==> images/io_placement.png <==
Bar = 20 microns. Pins as bars across the die edge, other pins in gray.
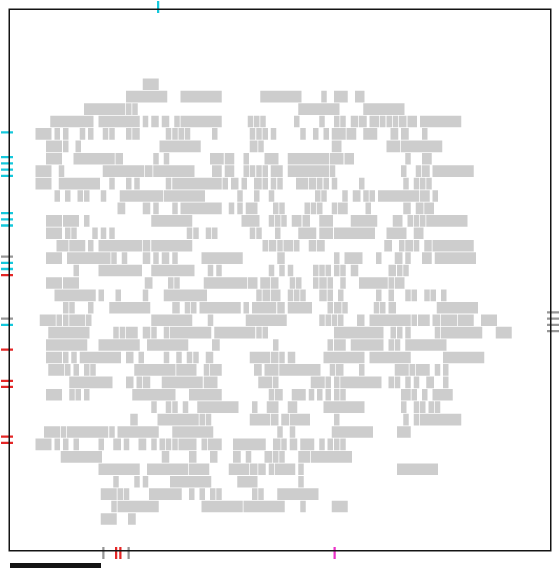
==> images/sizes.png <==
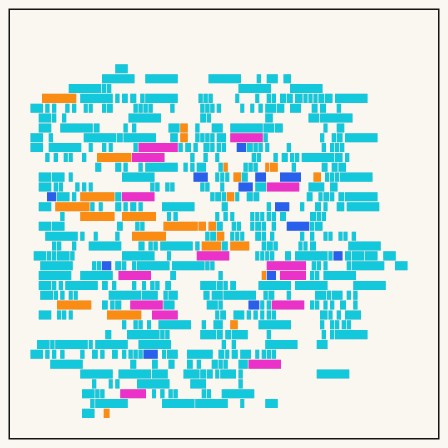
==> images/detail.png <==
Region (79, 79) to (99, 99) microns. Cells in gray, sequential cells in the stronger gray; small squares are vias.
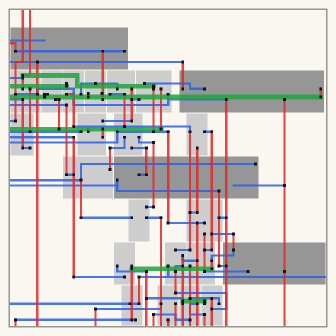
==> images/placement.png <==
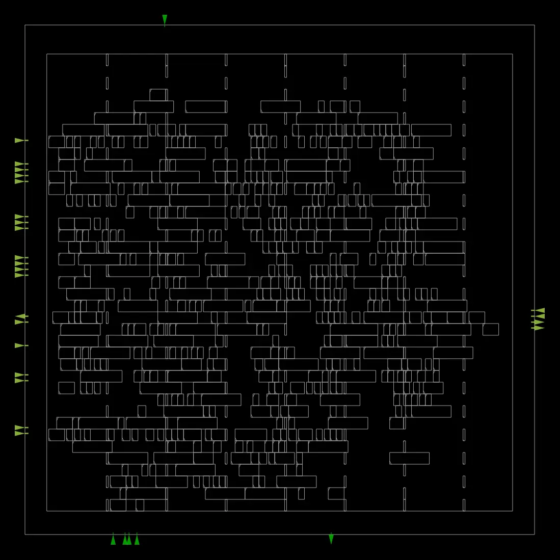
### config.mk
export PLATFORM = sky130hd
export DESIGN_NAME = baud_gen_frac
export DESIGN_NICKNAME = d
export VERILOG_FILES = /design/src/rtl/baud_gen_pkg.sv /design/src/rtl/baud_frac_cnt.sv /design/src/rtl/baud_gen_frac.sv
export SDC_FILE = /design/constraint.sdc
export NUM_CORES = 1
export LEC_CHECK = 0
export ABC_AREA = 1
export CAP_MARGIN = 30
export CORE_MARGIN = 5
export CORE_UTILIZATION = 33
export CTS_BUF_LIST = sky130_fd_sc_hd__clkbuf_16
export DETAILED_ROUTE_END_ITERATION = 6
export PLACE_DENSITY = 0.55
export SLEW_MARGIN = 30
export SYNTH_ARGS = -nofsm -noshare
export SYNTH_HDL_FRONTEND = slang
export SYNTH_SLANG_ARGS = --single-unit
### constraint.sdc
create_clock -name clk_in -period 2.5 [get_ports clk_in]
set_input_delay 0.375 -clock clk_in [delete_from_list [all_inputs] [get_ports clk_in]]
set_output_delay 0.375 -clock clk_in [all_outputs]
set_load 0.03 [all_outputs]
### src/rtl/baud_gen_pkg.sv
// baud_gen_pkg: shared constants and types for the
// fractional baud generator.
package baud_gen_pkg;

  localparam int DFLT_DIV_INT_W  = 12;
  localparam int DFLT_FRAC_W     = 8;
  localparam int DFLT_OVERSAMPLE = 16;
  localparam int DFLT_RST_INT    = 78;
  localparam int DFLT_RST_FRAC   = 32;

  localparam int OS_W = $clog2(DFLT_OVERSAMPLE);

  typedef struct packed {
    logic [DFLT_DIV_INT_W-1:0] ip;
    logic [DFLT_FRAC_W-1:0]    fp;
  } baud_div_t;

  function automatic int os_bits(input int n);
    return (n < 2) ? 1 : $clog2(n);
  endfunction

endpackage

### src/rtl/baud_frac_cnt.sv
// baud_frac_cnt: fractional period counter with
// active/shadow divisor; issues the oversample tick.
module baud_frac_cnt
  import baud_gen_pkg::*;
#(
  parameter int DIV_INT_W    = DFLT_DIV_INT_W,
  parameter int FRAC_W       = DFLT_FRAC_W,
  parameter int RST_DIV_INT  = DFLT_RST_INT,
  parameter int RST_DIV_FRAC = DFLT_RST_FRAC
) (
  input  logic                 clk_i,
  input  logic                 rst_ni,
  input  logic                 en_i,
  input  logic                 restart_i,
  input  logic                 div_wr_i,
  input  logic [DIV_INT_W-1:0] div_int_i,
  input  logic [FRAC_W-1:0]    div_frac_i,
  output logic                 pending_o,
  output logic                 tick_o,
  output logic                 evt_o,
  output logic                 rst_evt_o,
  output logic                 halt_o
);

  localparam int CW = DIV_INT_W + 1;

  typedef struct packed {
    logic [DIV_INT_W-1:0] ip;
    logic [FRAC_W-1:0]    fp;
  } div_t;

  div_t              act_q, act_d;
  div_t              shd_q, shd_d;
  logic [CW-1:0]     cnt_q, cnt_d;
  logic [FRAC_W-1:0] acc_q, acc_d;
  logic              extra_q, extra_d;
  logic              pend_q, pend_d;
  logic              tick_q, tick_d;

  logic [CW-1:0]     per;
  logic [FRAC_W:0]   sum;
  logic              rst_evt;
  logic              halt;
  logic              last;

  assign per     = {1'b0, act_q.ip} + CW'(extra_q);
  assign sum     = {1'b0, acc_q} + {1'b0, act_q.fp};
  assign rst_evt = en_i & restart_i;
  assign halt    = (act_q.ip == '0);
  assign last    = (cnt_q == per - CW'(1));

  assign evt_o     = en_i & ~restart_i & ~halt & last;
  assign rst_evt_o = rst_evt;
  assign halt_o    = halt;
  assign pending_o = pend_q;
  assign tick_o    = tick_q;

  // next state: restart beats period end; writes always land in shadow
  always_comb begin
    cnt_d   = cnt_q;
    acc_d   = acc_q;
    extra_d = extra_q;
    act_d   = act_q;
    shd_d   = shd_q;
    pend_d  = pend_q;
    tick_d  = 1'b0;
    if (rst_evt) begin
      cnt_d   = '0;
      acc_d   = '0;
      extra_d = 1'b0;
      if (pend_q) begin
        act_d  = shd_q;
        pend_d = 1'b0;
      end
    end else if (en_i) begin
      if (halt) begin
        cnt_d = '0;
      end else if (last) begin
        cnt_d   = '0;
        tick_d  = 1'b1;
        acc_d   = sum[FRAC_W-1:0];
        extra_d = sum[FRAC_W];
        if (pend_q) begin
          act_d  = shd_q;
          pend_d = 1'b0;
        end
      end else begin
        cnt_d = cnt_q + CW'(1);
      end
    end
    if (div_wr_i) begin
      shd_d.ip = div_int_i;
      shd_d.fp = div_frac_i;
      pend_d   = 1'b1;
    end
  end

  // state registers
  always_ff @(posedge clk_i or negedge rst_ni) begin
    if (!rst_ni) begin
      cnt_q    <= '0;
      acc_q    <= '0;
      extra_q  <= 1'b0;
      act_q.ip <= DIV_INT_W'(RST_DIV_INT);
      act_q.fp <= FRAC_W'(RST_DIV_FRAC);
      shd_q.ip <= DIV_INT_W'(RST_DIV_INT);
      shd_q.fp <= FRAC_W'(RST_DIV_FRAC);
      pend_q   <= 1'b0;
      tick_q   <= 1'b0;
    end else begin
      cnt_q   <= cnt_d;
      acc_q   <= acc_d;
      extra_q <= extra_d;
      act_q   <= act_d;
      shd_q   <= shd_d;
      pend_q  <= pend_d;
      tick_q  <= tick_d;
    end
  end

endmodule

### src/rtl/baud_gen_frac.sv
// baud_gen_frac: fractional UART baud generator with
// oversample tick, baud tick and square-wave output.
module baud_gen_frac
  import baud_gen_pkg::*;
#(
  parameter int DIV_INT_W    = DFLT_DIV_INT_W,
  parameter int FRAC_W       = DFLT_FRAC_W,
  parameter int OVERSAMPLE   = DFLT_OVERSAMPLE,
  parameter int RST_DIV_INT  = DFLT_RST_INT,
  parameter int RST_DIV_FRAC = DFLT_RST_FRAC
) (
  input  logic                 clk_in,
  input  logic                 rst_n,
  input  logic                 en,
  input  logic                 restart,
  input  logic                 div_wr,
  input  logic [DIV_INT_W-1:0] div_int,
  input  logic [FRAC_W-1:0]    div_frac,
  output logic                 div_pending,
  output logic                 tick_os,
  output logic                 tick_baud,
  output logic                 clk_out
);

  localparam int OSW = os_bits(OVERSAMPLE);
  localparam logic [OSW-1:0] OS_LAST = OSW'(OVERSAMPLE - 1);
  localparam logic [OSW-1:0] OS_HALF = OSW'(OVERSAMPLE / 2 - 1);

  logic [OSW-1:0] os_q, os_d;
  logic           baud_q, baud_d;
  logic           clk_q, clk_d;
  logic           evt;
  logic           rst_evt;
  logic           halt;

  baud_frac_cnt #(
    .DIV_INT_W   (DIV_INT_W),
    .FRAC_W      (FRAC_W),
    .RST_DIV_INT (RST_DIV_INT),
    .RST_DIV_FRAC(RST_DIV_FRAC)
  ) u_cnt (
    .clk_i     (clk_in),
    .rst_ni    (rst_n),
    .en_i      (en),
    .restart_i (restart),
    .div_wr_i  (div_wr),
    .div_int_i (div_int),
    .div_frac_i(div_frac),
    .pending_o (div_pending),
    .tick_o    (tick_os),
    .evt_o     (evt),
    .rst_evt_o (rst_evt),
    .halt_o    (halt)
  );

  assign tick_baud = baud_q;
  assign clk_out   = clk_q;

  // oversample count, baud strobe and half-period toggles
  always_comb begin
    os_d   = os_q;
    baud_d = 1'b0;
    clk_d  = clk_q;
    if (rst_evt) begin
      os_d  = '0;
      clk_d = 1'b0;
    end else if (en && halt) begin
      os_d = '0;
    end else if (evt) begin
      baud_d = (os_q == OS_LAST);
      os_d   = (os_q == OS_LAST) ? '0 : os_q + OSW'(1);
      if (os_q == OS_HALF || os_q == OS_LAST) begin
        clk_d = ~clk_q;
      end
    end
  end

  // output registers
  always_ff @(posedge clk_in or negedge rst_n) begin
    if (!rst_n) begin
      os_q   <= '0;
      baud_q <= 1'b0;
      clk_q  <= 1'b0;
    end else begin
      os_q   <= os_d;
      baud_q <= baud_d;
      clk_q  <= clk_d;
    end
  end

endmodule

==> Changelog: implementation <==
## Flow update

* Outcome: completed
* Hold-fix buffer count after cts at 0
* FF-to-FF End: u_cnt.act_q[0]$_DFFE_PN0P_
* Slowest library cell on the worst path: dfrtp_1
* Root Buffer: clkbuf_16
* Clk. pwr at approximately 1.4 mW
* Sw frac at 0.3175
* Max-cap violations at 0
* Longest Clk Path Bufs at 2
* Hold WC Path Type: in2async
* XOR/XNOR Area Share at 0.03170
* Clk slew on worst S/H paths at ~0.060 ns
* Clock latency on the worst-skew pair at 0.33 ns
* Largest net degree at the start of global routing at 71
* Routability Congestion at just over 0.8
* Overall routing resource usage at 0.1223
* I/O pin count at 29
* Highest clock rate at around 0.44 GHz
* R2R cell count at 14
* Vias per Instance at ~4.6
* End of the critical path: u_cnt.act_q[0]$_DFFE_PN0P_
* Cell area leaders: dfrtp_1 (39%), nand2_1 (21%), dfstp_2 (6.8%)
* Floorplan utilization at 0.3373
* Post-Place Cell Area at ~0.0043 sq mm
* Number of global-route vias before repair at 3109
* Area figure in the yosys stat output at just under 0.004 sq mm
* Number of cells in Yosys stat at 504
* Buffers & Inverters on Critical Path at 1
* Most frequent cells after synthesis: nand2_1 (212), dfrtp_1 (60), nand3_1 (51)
* Placed insts at around 670
* Final min period at around 2.3 ns
* Post-synthesis compound-gate area fraction at 0.04723
* Detailed Place HPWL at ~6000 microns
* Synth Instances at between 500 and 600
* Reg-to-Reg Start: u_cnt.act_q[8]$_DFFE_PN0P_
* Setup WS post-layout at ~0.21 ns
* WHS at a little over 0.07 ns
* Layout cell share with drive strength beyond 1 at 0.09815
* CP cell instances: inv_1 -> ha_2 -> ha_2 -> nand2_2 -> nor2_2 -> nand3b_1 -> nand2_1 -> nand2_1 -> nor3_4 -> nand3_4 -> nand2_8 -> nand2_4 -> nand2_1 -> nand2_1
* Most used logic cell in the final layout: nand2_1
* Synth top area share at 0.3882
* Ys Warns at 0
* Initial antenna violation count at 0
* Slew of the pin with the lowest slew margin at approximately 0.59 ns
* Worst rel slew slack at 0.6081
* Clock Sinks at 70
* Comb area leader: simple AND/OR/NAND/NOR gates
* Final ANT Viol Nets at 0
## Picture notes: io_placement.png
color	port	pins	direction	edge
red	div_frac	8	input	6 left, 2 bottom
magenta	clk_out	1	output	bottom
cyan	div_int	12	input	11 left, 1 top
all pins by edge	19 left, 5 bottom, 4 right, 1 top

## Picture notes: sizes.png
color	size	cells	share	most used
orange	_2 cells	26	4.8%	dfstp_2
blue	_3 and _4 cells	13	2.4%	buf_4
cyan	_0 and _1 cells	487	90%	nand2_1
magenta	_6 and larger	14	2.6%	clkbuf_16

## Picture notes: detail.png
color	layer
blue	metal 1
red	metal 2
green	metal 3
most frequent	nand2_1 (6), o21ai_0 (4), dfrtp_1 (4)
sequential cells in the window	4
cells with their middle in the window	23
netlist names of flops here include	u_cnt.cnt_q (4)

## Picture notes: placement.png
registers: 70
fin cells: 683

-- routing by layer --
metal,vias to the layer above,share of wire,GRT usage
li1,1659,-,-
met1,1435,0.53,0.1755
met2,61,0.42,0.1828
met3,10,0.036,0.02053
met4,0,0.016,0.05018
met5,-,0,0
-- area by class of cell --
type                    count  area share
flip-flops and latches     70      0.3807
inverters                  48     0.03888
clock buffers               9     0.04860
clock inverters             6     0.01917
well taps                 143     0.03861
multi-input cells         373      0.3996
repair buffers             34     0.07451
-- sequential cells by signal, indices dropped and copies added (netlist names) --
register / flops
u_cnt.tick_o: 1
os_q: 4
clk_out: 1
u_cnt.cnt_q: 13
tick_baud: 1
u_cnt.shd_q: 20
u_cnt.acc_q: 8
u_cnt.extra_q: 1
u_cnt.act_q: 20
u_cnt.pending_o: 1
Power is estimated from default activity; no workload was simulated.
